`config.mk`:
```
export PLATFORM = sky130hd
export DESIGN_NAME = pf_iod_clk_train_ctrl
export DESIGN_NICKNAME = d
export VERILOG_FILES = /design/src/rtl/pf_iod_clk_train_pkg.sv /design/src/rtl/pf_iod_clk_train_window.sv /design/src/rtl/pf_iod_clk_train_ctrl.sv
export SDC_FILE = /design/constraint.sdc
export NUM_CORES = 1
export LEC_CHECK = 0
export ABC_AREA = 1
export CAP_MARGIN = 0
export CORE_ASPECT_RATIO = 1.4
export CORE_MARGIN = 2
export CORE_UTILIZATION = 45
export CTS_CLUSTER_DIAMETER = 50
export DETAILED_ROUTE_END_ITERATION = 8
export PLACE_DENSITY_LB_ADDON = 0.25
export SETUP_SLACK_MARGIN = 0.4
export SKIP_CTS_REPAIR_TIMING = 1
export SLEW_MARGIN = 40
export SYNTH_ARGS = -nofsm -noshare
export SYNTH_HDL_FRONTEND = slang
export SYNTH_SLANG_ARGS = --single-unit
```
`constraint.sdc`:
```
create_clock -name i_fab_clk -period 2.5 [get_ports i_fab_clk]
set_input_delay 0.375 -clock i_fab_clk [delete_from_list [all_inputs] [get_ports i_fab_clk]]
set_output_delay 0.375 -clock i_fab_clk [all_outputs]
set_load 0.005 [all_outputs]
```
`src/rtl/pf_iod_clk_train_pkg.sv`:
```
// Shared types and constants for the IOD clock-training controller.
// Sweep, timing and pattern constants live here so the controller and window tracker agree.
package pf_iod_clk_train_pkg;

    localparam int NUM_TAPS      = 32;
    localparam int SETTLE_CYCLES = 16;
    localparam int SAMPLE_CYCLES = 64;
    localparam int MIN_WINDOW    = 4;
    localparam int ACK_TIMEOUT   = 255;

    localparam int TAP_W    = $clog2(NUM_TAPS);
    localparam int SETTLE_W = $clog2(SETTLE_CYCLES);
    localparam int SAMPLE_W = $clog2(SAMPLE_CYCLES);
    localparam int TMO_W    = $clog2(ACK_TIMEOUT + 1);

    localparam logic [2:0] EYE_WIDTH   = 3'b001;
    localparam logic [7:0] TRAIN_PAT_A = 8'h55;
    localparam logic [7:0] TRAIN_PAT_B = 8'hAA;

    typedef enum logic [3:0] {
        S_IDLE,
        S_STEP,
        S_SETTLE,
        S_CLEAR,
        S_SAMPLE,
        S_EVAL,
        S_CENTER,
        S_DONE,
        S_ERR
    } train_state_t;

endpackage

```
`src/rtl/pf_iod_clk_train_window.sv`:
```
// Tracks contiguous pass runs across the tap sweep and keeps the earliest longest one.
// The centre output is best_start + best_len/2, truncated to the tap width.
module pf_iod_clk_train_window
    import pf_iod_clk_train_pkg::*;
(
    input  logic             i_clk,
    input  logic             i_rst_n,
    input  logic             i_clr,
    input  logic             i_valid,
    input  logic             i_pass,
    input  logic             i_last,
    output logic [TAP_W-1:0] o_best_start,
    output logic [TAP_W:0]   o_best_len,
    output logic [TAP_W-1:0] o_centre
);

    logic [TAP_W-1:0] r_idx;
    logic [TAP_W-1:0] r_run_start;
    logic [TAP_W:0]   r_run_len;
    logic [TAP_W-1:0] r_best_start;
    logic [TAP_W:0]   r_best_len;

    logic [TAP_W:0]   w_ext_len;
    logic [TAP_W-1:0] w_ext_start;
    logic [TAP_W:0]   w_cand_len;
    logic [TAP_W-1:0] w_cand_start;
    logic             w_close;

    assign w_ext_len    = r_run_len + 1'b1;
    assign w_ext_start  = (r_run_len == '0) ? r_idx : r_run_start;
    assign w_cand_len   = i_pass ? w_ext_len   : r_run_len;
    assign w_cand_start = i_pass ? w_ext_start : r_run_start;
    // A fail ends the run; the final tap also ends it so an open window is not lost.
    assign w_close      = !i_pass || i_last;

    always_ff @(posedge i_clk or negedge i_rst_n) begin
        if (!i_rst_n) begin
            r_idx        <= '0;
            r_run_start  <= '0;
            r_run_len    <= '0;
            r_best_start <= '0;
            r_best_len   <= '0;
        end else if (i_clr) begin
            r_idx        <= '0;
            r_run_start  <= '0;
            r_run_len    <= '0;
            r_best_start <= '0;
            r_best_len   <= '0;
        end else if (i_valid) begin
            r_idx <= r_idx + 1'b1;
            if (i_pass && !i_last) begin
                r_run_start <= w_ext_start;
                r_run_len   <= w_ext_len;
            end else begin
                r_run_len <= '0;
            end
            // Strictly longer only, so the earliest of equal runs is kept.
            if (w_close && (w_cand_len > r_best_len)) begin
                r_best_start <= w_cand_start;
                r_best_len   <= w_cand_len;
            end
        end
    end

    assign o_best_start = r_best_start;
    assign o_best_len   = r_best_len;
    assign o_centre     = r_best_start + TAP_W'(r_best_len >> 1);

endmodule

```
`src/rtl/pf_iod_clk_train_ctrl.sv`:
```
// IOD clock-training controller: sweeps phase taps, scores each with the eye monitor, centres on the widest window.
// Optional build macro CLK_TRAIN_PATTERN_CHECK_EN also fails taps whose RX_DATA is not the 55/AA training pattern.
module pf_iod_clk_train_ctrl
    import pf_iod_clk_train_pkg::*;
(
    input  logic             i_fab_clk,
    input  logic             i_arst_n,
    input  logic             i_train_start,
    input  logic             i_eye_monitor_early,
    input  logic             i_eye_monitor_late,
    input  logic [7:0]       i_rx_data,
    output logic             o_eye_monitor_clear_flags,
    output logic [2:0]       o_eye_monitor_lane_width,
    output logic             o_phase_step,
    output logic             o_phase_dir,
    input  logic             i_phase_ack,
    output logic             o_busy,
    output logic             o_train_done,
    output logic             o_train_err,
    output logic [TAP_W-1:0] o_tap_result,
    output logic [TAP_W:0]   o_window_len
);

    train_state_t     r_state;
    logic [TAP_W-1:0] r_tap;
    logic [SETTLE_W-1:0] r_set_cnt;
    logic [SAMPLE_W-1:0] r_smp_cnt;
    logic [TMO_W-1:0] r_tmo_cnt;
    logic [TAP_W-1:0] r_moves;
    logic             r_center_load;
    logic             r_early;
    logic             r_late;
    logic             r_fail;
    logic             r_clear;
    logic             r_step;
    logic             r_dir;
    logic             r_busy;
    logic             r_done;
    logic             r_err;
    logic [TAP_W-1:0] r_tap_result;
    logic [TAP_W:0]   r_window_len;

    logic             w_pat_bad;
    logic             w_flag_hit;
    logic             w_win_clr;
    logic             w_win_valid;
    logic             w_win_last;
    logic [TAP_W-1:0] w_best_start_unused;
    logic [TAP_W:0]   w_best_len;
    logic [TAP_W-1:0] w_centre;

`ifdef CLK_TRAIN_PATTERN_CHECK_EN
    logic [7:0] r_rx;

    always_ff @(posedge i_fab_clk or negedge i_arst_n) begin
        if (!i_arst_n) r_rx <= '0;
        else           r_rx <= i_rx_data;
    end

    // The first two sample cycles may still carry data from before the flag clear.
    assign w_pat_bad = (r_smp_cnt >= SAMPLE_W'(2)) &&
                       (r_rx != TRAIN_PAT_A) && (r_rx != TRAIN_PAT_B);
`else
    logic w_rx_unused;
    assign w_rx_unused = ^i_rx_data;
    assign w_pat_bad   = 1'b0;
`endif

    assign w_flag_hit  = r_early | r_late | w_pat_bad;
    assign w_win_clr   = ((r_state == S_IDLE) || (r_state == S_DONE) || (r_state == S_ERR)) && i_train_start;
    assign w_win_valid = (r_state == S_EVAL);
    assign w_win_last  = (r_tap == TAP_W'(NUM_TAPS - 1));

    pf_iod_clk_train_window u_window (
        .i_clk        (i_fab_clk),
        .i_rst_n      (i_arst_n),
        .i_clr        (w_win_clr),
        .i_valid      (w_win_valid),
        .i_pass       (!r_fail),
        .i_last       (w_win_last),
        .o_best_start (w_best_start_unused),
        .o_best_len   (w_best_len),
        .o_centre     (w_centre)
    );

    always_ff @(posedge i_fab_clk or negedge i_arst_n) begin
        if (!i_arst_n) begin
            r_state       <= S_IDLE;
            r_tap         <= '0;
            r_set_cnt     <= '0;
            r_smp_cnt     <= '0;
            r_tmo_cnt     <= '0;
            r_moves       <= '0;
            r_center_load <= 1'b0;
            r_early       <= 1'b0;
            r_late        <= 1'b0;
            r_fail        <= 1'b0;
            r_clear       <= 1'b0;
            r_step        <= 1'b0;
            r_dir         <= 1'b0;
            r_busy        <= 1'b0;
            r_done        <= 1'b0;
            r_err         <= 1'b0;
            r_tap_result  <= '0;
            r_window_len  <= '0;
        end else begin
            r_early <= i_eye_monitor_early;
            r_late  <= i_eye_monitor_late;
            case (r_state)
                S_IDLE, S_DONE, S_ERR: begin
                    if (i_train_start) begin
                        r_done       <= 1'b0;
                        r_err        <= 1'b0;
                        r_tap_result <= '0;
                        r_window_len <= '0;
                        r_tap        <= '0;
                        r_set_cnt    <= '0;
                        r_busy       <= 1'b1;
                        r_state      <= S_SETTLE;
                    end
                end
                S_STEP: begin
                    if (i_phase_ack) begin
                        r_step    <= 1'b0;
                        r_set_cnt <= '0;
                        r_state   <= r_dir ? S_SETTLE : S_CENTER;
                    end else if (r_tmo_cnt == TMO_W'(ACK_TIMEOUT - 1)) begin
                        r_step       <= 1'b0;
                        r_busy       <= 1'b0;
                        r_err        <= 1'b1;
                        r_tap_result <= '0;
                        r_window_len <= w_best_len;
                        r_state      <= S_ERR;
                    end else begin
                        r_tmo_cnt <= r_tmo_cnt + 1'b1;
                    end
                end
                S_SETTLE: begin
                    if (r_set_cnt == SETTLE_W'(SETTLE_CYCLES - 1)) begin
                        r_clear   <= 1'b1;
                        r_smp_cnt <= '0;
                        r_state   <= S_CLEAR;
                    end else begin
                        r_set_cnt <= r_set_cnt + 1'b1;
                    end
                end
                S_CLEAR: begin
                    // The sample counter doubles as the two-cycle clear timer.
                    if (r_smp_cnt == '0) begin
                        r_smp_cnt <= SAMPLE_W'(1);
                    end else begin
                        r_clear   <= 1'b0;
                        r_smp_cnt <= '0;
                        r_fail    <= 1'b0;
                        r_state   <= S_SAMPLE;
                    end
                end
                S_SAMPLE: begin
                    r_fail <= r_fail | w_flag_hit;
                    if (r_smp_cnt == SAMPLE_W'(SAMPLE_CYCLES - 1)) r_state   <= S_EVAL;
                    else                                           r_smp_cnt <= r_smp_cnt + 1'b1;
                end
                S_EVAL: begin
                    if (w_win_last) begin
                        r_center_load <= 1'b1;
                        r_state       <= S_CENTER;
                    end else begin
                        r_tap     <= r_tap + 1'b1;
                        r_dir     <= 1'b1;
                        r_step    <= 1'b1;
                        r_tmo_cnt <= '0;
                        r_state   <= S_STEP;
                    end
                end
                S_CENTER: begin
                    // First visit waits one cycle for the tracker to absorb the last tap.
                    if (r_center_load) begin
                        r_center_load <= 1'b0;
                        r_window_len  <= w_best_len;
                        if (w_best_len < (TAP_W + 1)'(MIN_WINDOW)) begin
                            r_tap_result <= '0;
                            r_busy       <= 1'b0;
                            r_err        <= 1'b1;
                            r_state      <= S_ERR;
                        end else begin
                            r_tap_result <= w_centre;
                            r_moves      <= TAP_W'(NUM_TAPS - 1) - w_centre;
                        end
                    end else if (r_moves == '0) begin
                        r_busy  <= 1'b0;
                        r_done  <= 1'b1;
                        r_state <= S_DONE;
                    end else begin
                        r_moves   <= r_moves - 1'b1;
                        r_dir     <= 1'b0;
                        r_step    <= 1'b1;
                        r_tmo_cnt <= '0;
                        r_state   <= S_STEP;
                    end
                end
                default: r_state <= S_IDLE;
            endcase
        end
    end

    assign o_eye_monitor_clear_flags = r_clear;
    assign o_eye_monitor_lane_width  = EYE_WIDTH;
    assign o_phase_step              = r_step;
    assign o_phase_dir               = r_dir;
    assign o_busy                    = r_busy;
    assign o_train_done              = r_done;
    assign o_train_err               = r_err;
    assign o_tap_result              = r_tap_result;
    assign o_window_len              = r_window_len;

endmodule

```
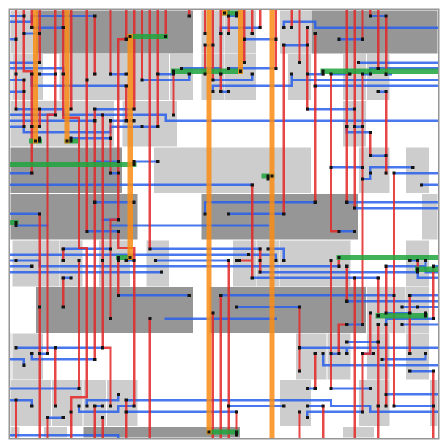
zoom.png
Window x 33 to 58, y 51 to 76 um. Cells in grey, sequential cells in the stronger grey; small squares are vias.
[orange] met4
[red] met2
[blue] met1
[green] met3
cells with their middle in the window: 45
most frequent: nand2_1 (9), nand3_1 (7), dfrtp_1 (7)
netlist names of flops here include: u_window.o_best_start (3), r_moves (2)
sequential cells in the window: 7

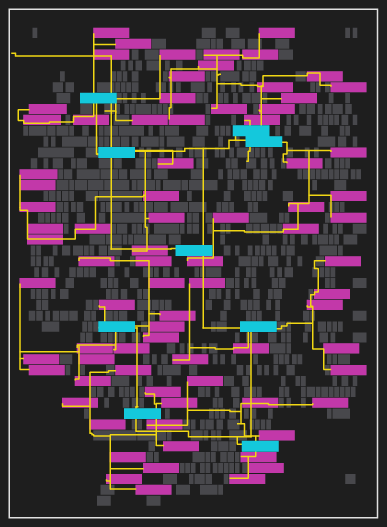
clock_map.png
(4 px per um)
[yellow] clock wires | length: 1,160 um
[cyan] cells driving clock nets | count: 9
[magenta] flip-flops | count: 80
flops lie: widely spread

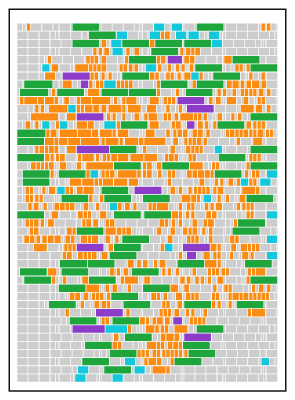
cell_classes.png
(3 px per um) Fill, decap, tap and diode cells in grey.
[green] flip-flops | cells: 80
[purple] clock drivers and dummy loads | cells: 16
[cyan] other buffers and delay cells | cells: 37
[orange] all other logic | cells: 578
# rows: 44
flop share of the area: 0.345
final core occ: 0.559
core area: 10,400 sq um

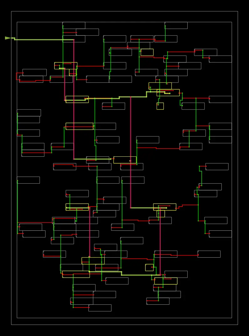
final_clocks.png
FF+latch count: 80
clock buffer count: 10
Clock Latency Late Sink: 0.35 ns

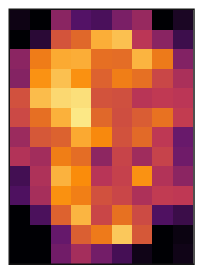
density.png
(2 px per um) 9 x 13 tiles, from black (low) to pale yellow (high), 0 to 100% covered.
tiles over 75% full: 17%
nearly empty tiles: 8.5%
mean over tiles: 49%
fullest tile: 95%

==> power groups by stage <==
| stage | clock network (mW) | logic (mW) | registers (mW) |
|---|---|---|---|
| floorplan | 0 | 1.76 | 1.77 |
| global placement | 0 | 2.28 | 1.85 |
| detailed placement | 0 | 2.32 | 1.86 |
| CTS | 1.50 | 2.35 | 1.84 |
| global route | 1.54 | 2.91 | 1.90 |
| finish | 1.47 | 2.58 | 1.86 |
==> logic make-up after synthesis <==
kind of cell             count (synthesis)  share of synthesized area
other                                    2                    0.00155
flip-flops                              80                      0.413
AND-OR/OR-AND                           67                     0.0726
AND/OR/NAND/NOR                        390                      0.345
adder cells (fa/ha/maj)                 23                     0.0610
XOR/XNOR                                16                     0.0289
buffers and inverters                   91                     0.0778
==> notes.md <==
run results: top cells by count nand2_1, nor2_1, dfrtp_1, status finished, final reports clean, Layout area overhead 20.0%, post-DR wirelength/cell 14.2 um, Data buffer area share 0.0603, yosys warns 0, Final period util 0.886, PwrDens between 1000 and 1500 nW/um^2, Crit path arrival time roughly 2.5 ns, Tightest Hold Check Type in -> async, Synth top area share 0.413, I/O Buffers 22, CP delay by family, top simple AND/OR/NAND/NOR gates, GP Congestion 0.885, tap cell count 138, Reg with most FFs r_tmo_cnt, CP Capture Point u_window.o_best_start[4], I/O Pins 34, share of cells above drive strength 1 0.136, Flop area 2010 sq um, final tally of hold violations 0, metal3 WL 424 um, slowest CP cell dfrtp_2, clk_skew 0.00550 ns, FF-to-FF path depth 13, upper clock frequency limit 451 MHz, sw frac 0.431, final antenna-violating net count 0, minimum clock period after layout 2.22 ns, sequential area share after synthesis 0.413, Initial DRC Count 313, max reg flops 8, crit-path most repeated cell nand3_4, DR vias/cell 5.15, gr ovfl total 0, internal power 3.36 mW, Multi-In Gates 501, P_sw 2.55 mW, count leader, synth nand2_1, dpl cell area 5230 sq um, post-synth cell types 32, Pre-Place Util 0.465, worst-path maximum fanout 6, Max clock buf depth 2, Reg2Reg Capture Point u_window.o_best_start[4], # nets final ~740, number of OpenROAD warnings 39
No activity file was given, so power comes from the tool's default toggle rates.
